run_1/route_heat.png
(6 px per um) 11 x 11 tiles, from black (low) to pale yellow (high), scaled to the fullest tile. Values are wire area over tile area, all layers added.
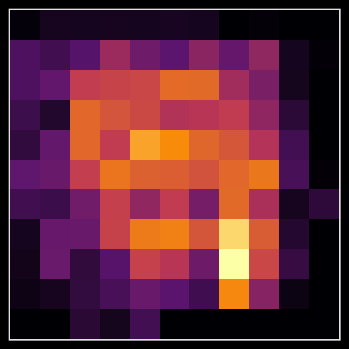
run_1/clock_nets.png
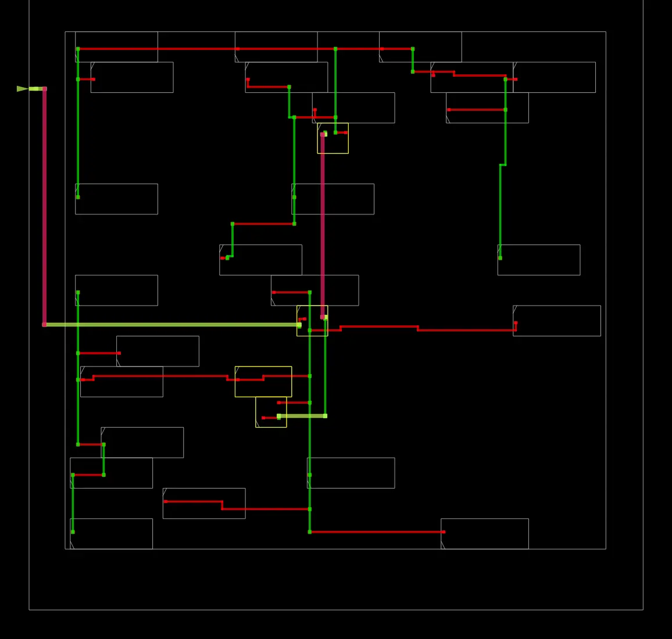
run_1/m3.png
(8 px per um)
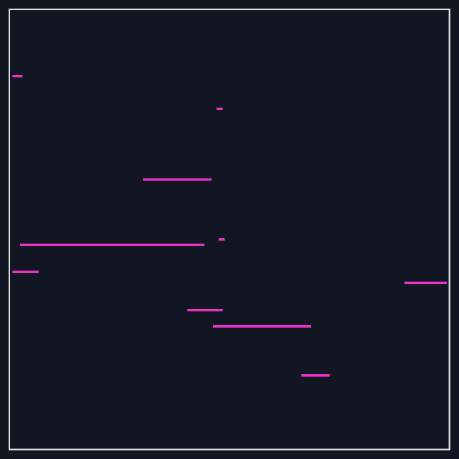
$ cat src/rtl/button_gen_pkg.sv
// Shared definitions for the button press generator.
// Kind codes, FSM states and LFSR constants.
package button_gen_pkg;

  localparam logic [1:0] KIND_SHORT  = 2'd0;
  localparam logic [1:0] KIND_LONG   = 2'd1;
  localparam logic [1:0] KIND_DOUBLE = 2'd2;
  localparam logic [1:0] KIND_RSVD   = 2'd3;

  typedef enum logic [2:0] {
    ST_IDLE     = 3'd0,
    ST_PRESS1   = 3'd1,
    ST_GAP      = 3'd2,
    ST_PRESS2   = 3'd3,
    ST_COOLDOWN = 3'd4,
    ST_FINISH   = 3'd5
  } state_t;

  // x^8+x^6+x^5+x^4+1, shifting left, taps on bits 7,5,4,3
  localparam logic [7:0] LFSR_SEED = 8'hA5;
  localparam logic [7:0] LFSR_TAPS = 8'hB8;

  function automatic logic [7:0] lfsr_step(
    input logic [7:0] q
  );
    return {q[6:0], ^(q & LFSR_TAPS)};
  endfunction

endpackage

$ cat src/rtl/lfsr8.sv
// 8-bit Fibonacci LFSR used to model contact bounce.
// Exposes the value the register takes on the next edge.
module lfsr8
  import button_gen_pkg::*;
(
  input  logic       clk,
  input  logic       rst,
  output logic [7:0] q_next
);

  logic [7:0] q;

  assign q_next = lfsr_step(q);

  // free-running shift register, reseeded on reset
  always_ff @(posedge clk) begin
    if (rst) q <= LFSR_SEED;
    else     q <= q_next;
  end

endmodule

$ cat src/rtl/button_press_gen.sv
// Button press waveform generator: short, long, double presses.
// Optional contact bounce via BUTTON_PRESS_GEN_BOUNCE_EN.
module button_press_gen
  import button_gen_pkg::*;
#(
  parameter int unsigned SHORT_CYC  = 4,
  parameter int unsigned LONG_CYC   = 10,
  parameter int unsigned GAP_CYC    = 3,
  parameter int unsigned BOUNCE_CYC = 2
)(
  input  logic       clk,
  input  logic       rst,
  input  logic       req_valid,
  input  logic [1:0] req_kind,
  output logic       req_ready,
  output logic       button,
  output logic       done,
  output logic       err
);

  localparam logic [15:0] SHORT_LD = 16'(SHORT_CYC - 1);
  localparam logic [15:0] LONG_LD  = 16'(LONG_CYC - 1);
  localparam logic [15:0] GAP_LD   = 16'(GAP_CYC - 1);

  state_t      state, state_d;
  logic [15:0] cnt, cnt_d;
  logic [1:0]  kind, kind_d;
  logic        button_d, done_d, err_d;
  logic        accept, cnt_zero, press_d;

  assign req_ready = (state == ST_IDLE) || (state == ST_FINISH);
  assign accept    = req_valid && req_ready;
  assign cnt_zero  = (cnt == 16'd0);

  // next state, phase counter and captured kind
  always_comb begin
    state_d = state;
    cnt_d   = cnt;
    kind_d  = kind;
    unique case (state)
      ST_IDLE, ST_FINISH: begin
        state_d = ST_IDLE;
        if (accept) begin
          kind_d = req_kind;
          unique case (req_kind)
            KIND_SHORT: begin
              state_d = ST_PRESS1;
              cnt_d   = SHORT_LD;
            end
            KIND_LONG: begin
              state_d = ST_PRESS1;
              cnt_d   = LONG_LD;
            end
            KIND_DOUBLE: begin
              state_d = ST_PRESS1;
              cnt_d   = SHORT_LD;
            end
            default: begin
              state_d = ST_FINISH;
              cnt_d   = 16'd0;
            end
          endcase
        end
      end
      ST_PRESS1: begin
        if (!cnt_zero) begin
          cnt_d = cnt - 16'd1;
        end else if (kind == KIND_DOUBLE) begin
          state_d = ST_GAP;
          cnt_d   = GAP_LD;
        end else begin
          state_d = ST_COOLDOWN;
          cnt_d   = GAP_LD;
        end
      end
      ST_GAP: begin
        if (!cnt_zero) begin
          cnt_d = cnt - 16'd1;
        end else begin
          state_d = ST_PRESS2;
          cnt_d   = SHORT_LD;
        end
      end
      ST_PRESS2: begin
        if (!cnt_zero) begin
          cnt_d = cnt - 16'd1;
        end else begin
          state_d = ST_COOLDOWN;
          cnt_d   = GAP_LD;
        end
      end
      ST_COOLDOWN: begin
        if (!cnt_zero) begin
          cnt_d = cnt - 16'd1;
        end else begin
          state_d = ST_FINISH;
          cnt_d   = 16'd0;
        end
      end
      default: begin
        state_d = ST_IDLE;
        cnt_d   = 16'd0;
      end
    endcase
  end

  assign press_d = (state_d == ST_PRESS1) ||
                   (state_d == ST_PRESS2);

`ifdef BUTTON_PRESS_GEN_BOUNCE_EN
  logic [7:0]  lfsr_next;
  logic [16:0] len_d;
  logic        bounce_d;

  lfsr8 u_lfsr (
    .clk    (clk),
    .rst    (rst),
    .q_next (lfsr_next)
  );

  // early cycles of a press phase follow the LFSR bit
  always_comb begin
    len_d = 17'(SHORT_CYC);
    if ((state_d == ST_PRESS1) && (kind_d == KIND_LONG))
      len_d = 17'(LONG_CYC);
    bounce_d = ({1'b0, cnt_d} + 17'(BOUNCE_CYC)) >= len_d;
    button_d = press_d && (bounce_d ? lfsr_next[0] : 1'b1);
  end
`else
  logic unused_bounce;
  assign unused_bounce = (BOUNCE_CYC != 0);

  // solid press level
  always_comb begin
    button_d = press_d;
  end
`endif

  // completion pulse and reserved-kind flag for the next cycle
  always_comb begin
    done_d = (state_d == ST_FINISH);
    err_d  = done_d && (kind_d == KIND_RSVD);
  end

  // state and registered outputs
  always_ff @(posedge clk) begin
    if (rst) begin
      state  <= ST_IDLE;
      cnt    <= 16'd0;
      kind   <= KIND_SHORT;
      button <= 1'b0;
      done   <= 1'b0;
      err    <= 1'b0;
    end else begin
      state  <= state_d;
      cnt    <= cnt_d;
      kind   <= kind_d;
      button <= button_d;
      done   <= done_d;
      err    <= err_d;
    end
  end

endmodule

$ cat config.mk
export PLATFORM = sky130hd
export DESIGN_NAME = button_press_gen
export DESIGN_NICKNAME = d
export VERILOG_FILES = /design/src/rtl/button_gen_pkg.sv /design/src/rtl/lfsr8.sv /design/src/rtl/button_press_gen.sv
export SDC_FILE = /design/constraint.sdc
export NUM_CORES = 1
export LEC_CHECK = 0
export ABC_AREA = 1
export CAP_MARGIN = 20
export CORE_MARGIN = 3
export CORE_UTILIZATION = 57
export DETAILED_ROUTE_END_ITERATION = 10
export PLACE_DENSITY = 0.74
export SLEW_MARGIN = 20
export SYNTH_ARGS = -nofsm -noshare
export SYNTH_HDL_FRONTEND = slang
export SYNTH_SLANG_ARGS = --single-unit
$ cat constraint.sdc
create_clock -name clk -period 1.86 [get_ports clk]
set_clock_uncertainty 0.2 [all_clocks]
set_input_delay 0.279 -clock clk [delete_from_list [all_inputs] [get_ports clk]]
set_output_delay 0.279 -clock clk [all_outputs]
set_load 0.05 [all_outputs]
==> flow_metrics.py, run 1 <==
# Flow results
metrics = {
    "sta": {
        "rsz0062_at_grt": "yes",
        "finalCritPeriodShare_pct": 96.3,
        "tns_ns": 0,
        "tightest_slew_ns": 0.266,
        "finalCriticalPeriod_ns": 1.79,
        "setup_viol": 0,
        "worst_slack_ns": 0.0693,
        "hold_viol": 0,
    },
    "placement": {
        "port_buffers": 8,
        "dp_slack_ns": 0.0322,
        "dpl.hpwl_um": 2040,
        "placed_cell_area_sq_um": 1490,
    },
    "logic_synthesis": {
        "synthCells": 193,
        "topCellsByArea": "dfxtp_1 35%, nand2_1 11%, nor2_1 7.5%",
        "synth_area_sq_um": 1360,
        "ys_sh_aoi_pct": 12.5,
        "async_flop_share_pct": 0,
        "yosys.cell_types.count": 29,
        "synth_top_cell_by_area": "dfxtp_1",
        "yosys_area_sq_um": 1360,
        "synth_stat.cells": 193,
        "yosys.area_share.xor_xnor_pct": 3.22,
        "fp_nets": 200,
        "mux_share_pct": 0,
        "edf_count": 0,
        "syn_area_per_cell_sq_um": 7.05,
    },
    "clock_network": {
        "insertion_delay_ns": 0.32,
        "cts_resized": 3,
        "clock_path_buffers": 2,
        "htreeDepth": 1,
    },
    "drt": {
        "drc": 0,
        "ant_nets": 0,
        "routed-wl-met3_um": 59,
        "vias_per_cell": 5.11,
        "drt-wirelength-per-cell_um": 11.3,
        "maxUsedRoutingLayer": "met4",
        "routed-wl-met2_um": 1220,
        "drt-total-wl_um": 2680,
        "vias": 1215,
    },
    "worst_setup_path": {
        "endpoint_kind": "output pin",
        "reg2reg_from": "cnt[1]",
        "critPathKind": "reg2out",
        "arrival_ns": 1.31,
        "start_kind": "flop",
        "startpoint": "state[1]",
    },
    "cells_and_area": {
        "post-route-util_pct": 70.0,
        "flops": 24,
        "syn_to_final_growth_pct": 14.9,
        "nNonClkInverters": 27,
        "dominant_cells": "multi-input combinational cells",
        "instances_no_fill": 238,
        "nets": 218,
        "layout_top_cell": "nand2_1",
        "most-common-layout-cells": "41 x nand2_1, 24 x nor2_1, 20 x dfxtp_1",
        "nFillCells": 190,
        "clkbuf_count": 4,
        "regArea_sq_um": 485,
    },
    "outcome": {
        "status": "completed",
    },
    "floorplan": {
        "die_w_um": 54.8,
        "fp_util_pct": 60.9,
        "boundaryPins": 9,
        "die_y_um": 54.8,
        "nWellTaps": 28,
        "fp-row-count": 17,
    },
    "grt": {
        "grt_pass1_vias": 1076,
        "grtUsageTotal_pct": 21.4,
        "antenna_found_initial": 0,
        "top_usage_layer": "met2",
        "grt_pass1_wl_um": 4630,
        "met3_usage_pct": 2.45,
        "gr-usage-met2_pct": 33.3,
        "grt_max_degree": 14,
    },
    "min_path": {
        "hp-start": "cnt[13]",
    },
    "flow_run": {
        "log.warning_count": 28,
        "cap_violations": 0,
    },
}
## Picture notes: route_heat.png
densest ninth of the die	center
mean over tiles	0.14
tiles over half the peak	29%

## Picture notes: clock_nets.png
Inserted Clock Buffers: 3
clock sink count: 24

## Picture notes: m3.png
wire length on this layer	59.7 um
longest straight run	22.8 um
share of all routed wire	2.2%

[run 1: worst paths after layout]
check / to / depth (start not counted)
worst max-delay path: req_ready / 4
worst min-delay path: cnt[13] / 2
worst max register to register: state[1] / 12
worst min register to register: cnt[13] / 2
[run 1: critical path, stage by stage, from the launching register on]
cell     delay (ns)
dfxtp_2        0.39
o21ai_4        0.24
nand2_2        0.11
inv_2          0.11
buf_12         0.14
[run 1: registers in the layout, summed over array words and instances, names as in the netlist]
signal,flops
cnt,16
done,1
state,3
button,1
kind,2
err,1
==> run 2, diff against run 1 <==
--- a/config.mk
+++ b/config.mk
@@ -14,4 +14,5 @@
 export SLEW_MARGIN = 20
 export SYNTH_ARGS = -nofsm -noshare
 export SYNTH_HDL_FRONTEND = slang
+export SYNTH_HIERARCHICAL = 1
 export SYNTH_SLANG_ARGS = --single-unit
run_2/ff_map.png
(6 px per um)
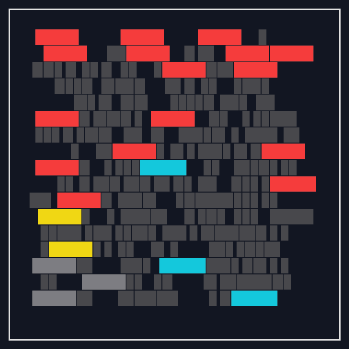
name in the netlist	color	flops
kind	yellow	2
state	cyan	3
cnt	red	16
not colored	3

==> run 2 against run 1 <==
Net effect: routed wire length did not move; highest routed layer unchanged; critical path type unchanged; via count unchanged; final area stayed put.
==> flow_metrics.py, run 2 <==
# Flow results
metrics = {
    "sta": {
        "setup_viol": 0,
        "finalCritPeriodShare_pct": 96.3,
        "tightest_slew_ns": 0.266,
    },
    "floorplan": {
        "fp_util_pct": 60.9,
        "die_w_um": 54.8,
        "die_y_um": 54.8,
        "fp-row-count": 17,
    },
    "worst_setup_path": {
        "arrival_ns": 1.31,
        "crit_chain": "o21ai_4 > nand2_2 > inv_2 > buf_12",
        "critPathKind": "reg2out",
        "critPathMaxStageDelay_ns": 0.39,
    },
    "grt": {
        "grt_max_degree": 14,
        "antenna_found_initial": 0,
        "grtUsageTotal_pct": 21.4,
        "gr-usage-met2_pct": 33.3,
        "top_usage_layer": "met2",
        "grt_pass1_wl_um": 4630,
    },
    "logic_synthesis": {
        "synth_stat.cells": 193,
        "yosys.area_share.xor_xnor_pct": 3.22,
        "edf_count": 0,
        "ys_sh_aoi_pct": 12.5,
        "yosys_area_sq_um": 1360,
        "fp_nets": 200,
    },
    "placement": {
        "placed_cell_area_sq_um": 1490,
        "port_buffers": 8,
        "dpl.hpwl_um": 2040,
    },
    "cells_and_area": {
        "syn_to_final_growth_pct": 14.9,
        "post-route-util_pct": 70.0,
        "reg_top3": "cnt x16, state x3, kind x2",
        "layout_top_cell": "nand2_1",
        "regArea_sq_um": 485,
        "regMostFlops": "cnt",
        "largest_reg_flops": 16,
        "nets": 218,
    },
    "clock_network": {
        "numCtsBuffers": 3,
    },
    "drt": {
        "drt-wirelength-per-cell_um": 11.3,
        "routed-wl-met2_um": 1220,
        "drt-total-wl_um": 2680,
        "vias": 1215,
    },
    "outcome": {
        "status": "completed",
    },
    "flow_run": {
        "cap_violations": 0,
    },
}
run 2: cell counts in the layout (fill, tap and decap cells not counted):
Identical to the previous run, type by type.
run 2: path summary, 6_finish.rpt:
path / from / cells after the start / end
setup / recovery: state[1] / 4 / req_ready
hold / removal: cnt[13] / 2 / cnt[13]
setup reg to reg: cnt[1] / 12 / state[1]
hold reg to reg: cnt[13] / 2 / cnt[13]
run 2: cell type report:
cell class	instances	area share, %
clock buffer	4	2.32
inverter	27	6.49
multi-input combinational	140	49.2
sequential	24	31.1
tap	28	2.24
timing repair buffer	15	8.65
run 2: timing repair:
item                                    CTS  global route
setup buffers                             0             3
gates cloned                              0             0
hold endpoints to repair                  0             0
pin swaps                                 1             3
endpoints found under the setup margin    1            14
gates resized                             3             7
